**config.mk**
```make
export PLATFORM = sky130hd
export DESIGN_NAME = alu_arbiter_flat
export DESIGN_NICKNAME = d
export VERILOG_FILES = /design/src/rtl/alu_arbiter_if.sv /design/src/rtl/alu_arbiter.sv /design/src/flat_wrapper.sv
export SDC_FILE = /design/constraint.sdc
export NUM_CORES = 1
export LEC_CHECK = 0
export CORE_AREA = 2 2 62 122
export CTS_BUF_LIST = sky130_fd_sc_hd__clkbuf_16
export DETAILED_ROUTE_END_ITERATION = 8
export DIE_AREA = 0 0 64 124
export PLACE_DENSITY = 0.77
export SLEW_MARGIN = 10
export SYNTH_ARGS = -nofsm -noshare
export SYNTH_HDL_FRONTEND = slang
export SYNTH_SLANG_ARGS = --single-unit
```
**constraint.sdc**
```tcl
create_clock -name clk -period 6.2 [get_ports clk]
set_input_delay 1.86 -clock clk [delete_from_list [all_inputs] [get_ports clk]]
set_output_delay 1.86 -clock clk [all_outputs]
set_load 0.02 [all_outputs]
```
**src/rtl/alu_arbiter_if.sv**
```systemverilog
// Bus bundle for alu_arbiter: requester, response and shared-ALU signal groups.
// The req_lock group exists only when ALU_ARB_LOCK_EN is defined.
interface alu_arbiter_if #(
  parameter int NREQ = 3,
  parameter int W    = 8
);
  logic [NREQ-1:0]   req_valid;
  logic [NREQ-1:0]   req_ready;
  logic [NREQ*3-1:0] req_cmd;
  logic [NREQ*W-1:0] req_a;
  logic [NREQ*W-1:0] req_b;
  logic [NREQ-1:0]   req_sc;
`ifdef ALU_ARB_LOCK_EN
  logic [NREQ-1:0]   req_lock;
`endif

  logic              rsp_valid;
  logic [2:0]        rsp_id;
  logic              rsp_ready;
  logic [W-1:0]      rsp_rslt;
  logic              rsp_sc;
  logic              rsp_pari;
  logic              rsp_zero;

  logic [2:0]        alu_cmd;
  logic [W-1:0]      alu_inA;
  logic [W-1:0]      alu_inB;
  logic              alu_sc_i;
  logic [W-1:0]      alu_rslt;
  logic              alu_sc_o;
  logic              alu_pari;
  logic              alu_zero;

  modport slave (
`ifdef ALU_ARB_LOCK_EN
    input  req_lock,
`endif
    input  req_valid, req_cmd, req_a, req_b, req_sc,
    output req_ready,
    output rsp_valid, rsp_id, rsp_rslt, rsp_sc, rsp_pari, rsp_zero,
    input  rsp_ready,
    output alu_cmd, alu_inA, alu_inB, alu_sc_i,
    input  alu_rslt, alu_sc_o, alu_pari, alu_zero
  );

  modport master (
`ifdef ALU_ARB_LOCK_EN
    output req_lock,
`endif
    output req_valid, req_cmd, req_a, req_b, req_sc,
    input  req_ready,
    input  rsp_valid, rsp_id, rsp_rslt, rsp_sc, rsp_pari, rsp_zero,
    output rsp_ready,
    input  alu_cmd, alu_inA, alu_inB, alu_sc_i,
    output alu_rslt, alu_sc_o, alu_pari, alu_zero
  );
endinterface

```
**src/rtl/alu_arbiter.sv**
```systemverilog
// Round-robin arbiter/sequencer sharing one combinational ALU among NREQ requesters.
// Optional macro ALU_ARB_LOCK_EN adds req_lock: a locked requester keeps the ALU.
module alu_arbiter #(
  parameter int NREQ = 3,
  parameter int W    = 8
) (
  input  logic         clk,
  input  logic         reset,
  alu_arbiter_if.slave bus
);

  localparam int PW = (NREQ > 1) ? $clog2(NREQ) : 1;

  typedef enum logic [1:0] {IDLE, ISSUE, RESP} state_t;

  state_t          state, state_nxt;
  logic [PW-1:0]   rr_ptr, rr_ptr_nxt;
  logic [PW-1:0]   win;
  logic            grant;
  logic [NREQ-1:0] ready_vec;

  logic [2:0]      cmd_arr [NREQ];
  logic [W-1:0]    a_arr   [NREQ];
  logic [W-1:0]    b_arr   [NREQ];

  logic [2:0]      cmd_p0;
  logic [W-1:0]    a_p0;
  logic [W-1:0]    b_p0;
  logic            sc_p0;
  logic [PW-1:0]   id_p0;

  logic            vld_p1;
  logic [PW-1:0]   id_p1;
  logic [W-1:0]    rslt_p1;
  logic            sc_p1;
  logic            pari_p1;
  logic            zero_p1;

`ifdef ALU_ARB_LOCK_EN
  logic            lock_pend, lock_pend_nxt;
  logic            lock_win;
`endif

  // First set bit at or above ptr, otherwise the lowest set bit (wrap-around).
  function automatic logic [PW-1:0] rr_pick(input logic [NREQ-1:0] v,
                                            input logic [PW-1:0]   ptr);
    logic [NREQ-1:0] sh;
    logic            hi_hit;
    logic [PW-1:0]   hi_w;
    logic [PW-1:0]   lo_w;
    hi_hit = 1'b0;
    hi_w   = '0;
    lo_w   = '0;
    for (int j = NREQ - 1; j >= 0; j--) begin
      sh = v >> j;
      if (sh[0]) begin
        lo_w = PW'(j);
        if (j >= int'(ptr)) begin
          hi_hit = 1'b1;
          hi_w   = PW'(j);
        end
      end
    end
    return hi_hit ? hi_w : lo_w;
  endfunction

  genvar g;
  for (g = 0; g < NREQ; g++) begin : g_unpack
    assign cmd_arr[g] = bus.req_cmd[g*3 +: 3];
    assign a_arr[g]   = bus.req_a[g*W +: W];
    assign b_arr[g]   = bus.req_b[g*W +: W];
  end

  always_comb begin
    state_nxt  = state;
    rr_ptr_nxt = rr_ptr;
    grant      = 1'b0;
    win        = rr_pick(bus.req_valid, rr_ptr);
`ifdef ALU_ARB_LOCK_EN
    lock_pend_nxt = lock_pend;
    lock_win      = lock_pend && bus.req_valid[id_p0];
    if (lock_win) win = id_p0;
`endif
    case (state)
      IDLE: begin
        if (|bus.req_valid) begin
          grant     = 1'b1;
          state_nxt = ISSUE;
`ifdef ALU_ARB_LOCK_EN
          lock_pend_nxt = 1'b0;
          if (!lock_win)
            rr_ptr_nxt = (win == PW'(NREQ - 1)) ? '0 : win + 1'b1;
`else
          rr_ptr_nxt = (win == PW'(NREQ - 1)) ? '0 : win + 1'b1;
`endif
        end
      end
      ISSUE: state_nxt = RESP;
      RESP: begin
        if (bus.rsp_ready) begin
          state_nxt = IDLE;
`ifdef ALU_ARB_LOCK_EN
          lock_pend_nxt = bus.req_lock[id_p0] && bus.req_valid[id_p0];
`endif
        end
      end
      default: state_nxt = IDLE;
    endcase
  end

  // Accept pulse is masked during reset so nothing looks granted while the core is held.
  always_comb begin
    ready_vec = '0;
    if (grant && !reset) ready_vec[win] = 1'b1;
  end

  always_ff @(posedge clk or posedge reset) begin
    if (reset) begin
      state  <= IDLE;
      rr_ptr <= '0;
`ifdef ALU_ARB_LOCK_EN
      lock_pend <= 1'b0;
`endif
    end else begin
      state  <= state_nxt;
      rr_ptr <= rr_ptr_nxt;
`ifdef ALU_ARB_LOCK_EN
      lock_pend <= lock_pend_nxt;
`endif
    end
  end

  // Stage p0: winner's operands captured at accept, held while the ALU evaluates.
  always_ff @(posedge clk or posedge reset) begin
    if (reset) begin
      cmd_p0 <= '0;
      a_p0   <= '0;
      b_p0   <= '0;
      sc_p0  <= 1'b0;
      id_p0  <= '0;
    end else if (grant) begin
      cmd_p0 <= cmd_arr[win];
      a_p0   <= a_arr[win];
      b_p0   <= b_arr[win];
      sc_p0  <= bus.req_sc[win];
      id_p0  <= win;
    end
  end

  // Stage p1: ALU result and flags registered at the end of ISSUE, held through RESP.
  always_ff @(posedge clk or posedge reset) begin
    if (reset) begin
      vld_p1  <= 1'b0;
      id_p1   <= '0;
      rslt_p1 <= '0;
      sc_p1   <= 1'b0;
      pari_p1 <= 1'b0;
      zero_p1 <= 1'b0;
    end else if (state == ISSUE) begin
      vld_p1  <= 1'b1;
      id_p1   <= id_p0;
      rslt_p1 <= bus.alu_rslt;
      sc_p1   <= bus.alu_sc_o;
      pari_p1 <= bus.alu_pari;
      zero_p1 <= bus.alu_zero;
    end else if (state == RESP && bus.rsp_ready) begin
      vld_p1  <= 1'b0;
    end
  end

  assign bus.req_ready = ready_vec;
  assign bus.alu_cmd   = cmd_p0;
  assign bus.alu_inA   = a_p0;
  assign bus.alu_inB   = b_p0;
  assign bus.alu_sc_i  = sc_p0;
  assign bus.rsp_valid = vld_p1;
  assign bus.rsp_id    = 3'(id_p1);
  assign bus.rsp_rslt  = rslt_p1;
  assign bus.rsp_sc    = sc_p1;
  assign bus.rsp_pari  = pari_p1;
  assign bus.rsp_zero  = zero_p1;

endmodule
```
**src/flat_wrapper.sv**
```systemverilog
// flat-port wrapper written by rule: the top's interface ports become plain ports
module alu_arbiter_flat 
#(
  parameter int NREQ = 3,
  parameter int W    = 8
)
  (clk, reset, bus_req_valid, bus_req_cmd, bus_req_a, bus_req_b, bus_req_sc, bus_req_ready, bus_rsp_valid, bus_rsp_id, bus_rsp_rslt, bus_rsp_sc, bus_rsp_pari, bus_rsp_zero, bus_rsp_ready, bus_alu_cmd, bus_alu_inA, bus_alu_inB, bus_alu_sc_i, bus_alu_rslt, bus_alu_sc_o, bus_alu_pari, bus_alu_zero);
  alu_arbiter_if #(.NREQ(NREQ), .W(W)) bus_i ();
  input  logic clk;
  input  logic reset;
  input wire logic [$bits(bus_i.req_valid)-1:0] bus_req_valid;
  input wire logic [$bits(bus_i.req_cmd)-1:0] bus_req_cmd;
  input wire logic [$bits(bus_i.req_a)-1:0] bus_req_a;
  input wire logic [$bits(bus_i.req_b)-1:0] bus_req_b;
  input wire logic [$bits(bus_i.req_sc)-1:0] bus_req_sc;
  output wire logic [$bits(bus_i.req_ready)-1:0] bus_req_ready;
  output wire logic [$bits(bus_i.rsp_valid)-1:0] bus_rsp_valid;
  output wire logic [$bits(bus_i.rsp_id)-1:0] bus_rsp_id;
  output wire logic [$bits(bus_i.rsp_rslt)-1:0] bus_rsp_rslt;
  output wire logic [$bits(bus_i.rsp_sc)-1:0] bus_rsp_sc;
  output wire logic [$bits(bus_i.rsp_pari)-1:0] bus_rsp_pari;
  output wire logic [$bits(bus_i.rsp_zero)-1:0] bus_rsp_zero;
  input wire logic [$bits(bus_i.rsp_ready)-1:0] bus_rsp_ready;
  output wire logic [$bits(bus_i.alu_cmd)-1:0] bus_alu_cmd;
  output wire logic [$bits(bus_i.alu_inA)-1:0] bus_alu_inA;
  output wire logic [$bits(bus_i.alu_inB)-1:0] bus_alu_inB;
  output wire logic [$bits(bus_i.alu_sc_i)-1:0] bus_alu_sc_i;
  input wire logic [$bits(bus_i.alu_rslt)-1:0] bus_alu_rslt;
  input wire logic [$bits(bus_i.alu_sc_o)-1:0] bus_alu_sc_o;
  input wire logic [$bits(bus_i.alu_pari)-1:0] bus_alu_pari;
  input wire logic [$bits(bus_i.alu_zero)-1:0] bus_alu_zero;
  assign bus_i.req_valid = bus_req_valid;
  assign bus_i.req_cmd = bus_req_cmd;
  assign bus_i.req_a = bus_req_a;
  assign bus_i.req_b = bus_req_b;
  assign bus_i.req_sc = bus_req_sc;
  assign bus_req_ready = bus_i.req_ready;
  assign bus_rsp_valid = bus_i.rsp_valid;
  assign bus_rsp_id = bus_i.rsp_id;
  assign bus_rsp_rslt = bus_i.rsp_rslt;
  assign bus_rsp_sc = bus_i.rsp_sc;
  assign bus_rsp_pari = bus_i.rsp_pari;
  assign bus_rsp_zero = bus_i.rsp_zero;
  assign bus_i.rsp_ready = bus_rsp_ready;
  assign bus_alu_cmd = bus_i.alu_cmd;
  assign bus_alu_inA = bus_i.alu_inA;
  assign bus_alu_inB = bus_i.alu_inB;
  assign bus_alu_sc_i = bus_i.alu_sc_i;
  assign bus_i.alu_rslt = bus_alu_rslt;
  assign bus_i.alu_sc_o = bus_alu_sc_o;
  assign bus_i.alu_pari = bus_alu_pari;
  assign bus_i.alu_zero = bus_alu_zero;
  alu_arbiter #(.NREQ(NREQ), .W(W)) u_core (.clk(clk), .reset(reset), .bus(bus_i));
endmodule
```
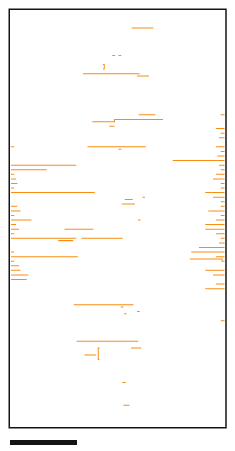
(images/layer_met3.png)
Bar = 20 um.
The layer holds 5.5% of the routed length. The layer carries 392 um of wire.
DRT Wirelength: 7074 um
global routing usage on met3: 2.529%
Vias: 2254

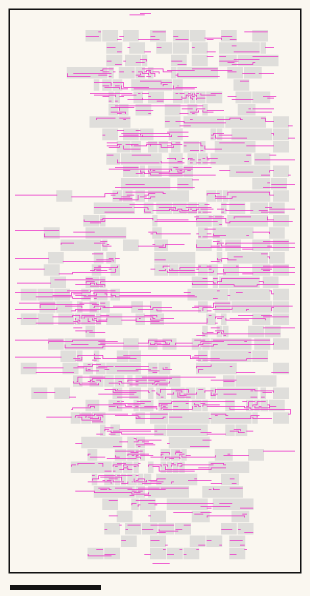
(images/layer_met1.png)
Bar = 20 um.
The layer carries 2740 um of wire. The longest straight run is 25.3 um. The layer holds 39% of the routed length. The wires run mostly horizontal.

==> results_slide.txt <==
Physical Implementation Snapshot

STA
  – RSZ-0062 raised after global routing: no

Pwr
  – Comb power: 865 uW
  – Clock power share: between 10% and 20%

Worst hold path
  – Worst Hold Depth: 1

Final layout
  – Inverters: 5
  – Area-dominant class: non-clock buffers
  – Most frequent cells in the layout: 113 x clkdlybuf4s50_1, 40 x dfrtp_1, 26 x nand2_1, 22 x nor2_1, 22 x nand2b_1
  – Register area: approximately 0.001 mm2
  – Buffer share of cell area: between 30% and 40%

Clocking
  – Hold buffers post-CTS: 0
  – H-tree depth: 2

Worst setup path
  – CP Data Arrival Time: 4.18 ns
  – FF-to-FF Start: u_core.state[1]$_DFFE_PP0P_
  – CP Launch Type: primary input

Placement
  – GP Congestion: approximately 0.90

Global routing
  – Grt total ovfl: 0

Yosys
  – Synth flops: 40

Run status
  – Status: finished clean

Route
  – Met2 wire len: 3745 um

Job
  – Tool Warnings: 26
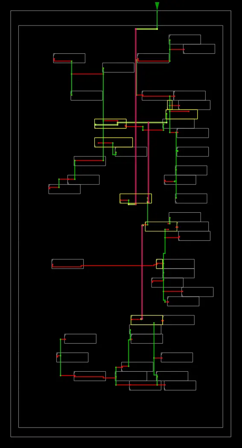
(images/clocks.png)
clock buf count: 5
Clock Latency Late Sink: 0.28 ns
clock buffer count from CTS: 5
Clock Sinks: 40

## per-stage QoR
step	hold WS, ns	std cells	util (%)
2_1_floorplan	0.4418	233	-
3_3_place_gp	0.4641	424	48.89
3_5_place_dp	0.4738	424	48.89
4_1_cts	0.4864	432	51.25
5_1_grt	0.4986	432	51.32
6_report	0.4786	432	51.32
## what timing repair did
| action | 4_1_cts | 5_1_grt |
|---|---|---|
| buffers inserted | 0 | 0 |
| gates resized | 0 | 1 |
| setup endpoints to repair | 0 | 1 |
## synthesized netlist by cell type, types with 3 or more instances
cell | instances | area share (%)
a221oi_1 | 20 | 8.1
a31oi_1 | 20 | 5.8
buf_2 | 4 | 0.92
clkbuf_1 | 15 | 2.6
dfrtp_1 | 40 | 46
inv_1 | 4 | 0.69
mux2_1 | 13 | 6.8
nand2_1 | 26 | 4.5
nand2b_1 | 22 | 6.4
nand4_1 | 20 | 5.8
nor2_1 | 23 | 4.0
nor2b_1 | 3 | 0.87
o21ai_1 | 3 | 0.69
## how the worst min path moves through the flow
stage,from,to
after floorplan,u_core.id_p0[1]$_DFFE_PP0N_,u_core.id_p0[1]$_DFFE_PP0N_
after global placement,u_core.state[1]$_DFFE_PP0P_,u_core.bus.rsp_valid$_DFFE_PP0P_
after detailed placement,u_core.id_p1[1]$_DFFE_PP0P_,u_core.id_p1[1]$_DFFE_PP0P_
after CTS,u_core.bus.rsp_rslt[1]$_DFFE_PP0P_,u_core.bus.rsp_rslt[1]$_DFFE_PP0P_
after global routing,u_core.id_p1[1]$_DFFE_PP0P_,u_core.id_p1[1]$_DFFE_PP0P_
final,u_core.id_p1[1]$_DFFE_PP0P_,u_core.id_p1[1]$_DFFE_PP0P_
Power is estimated from default activity; no workload was simulated.
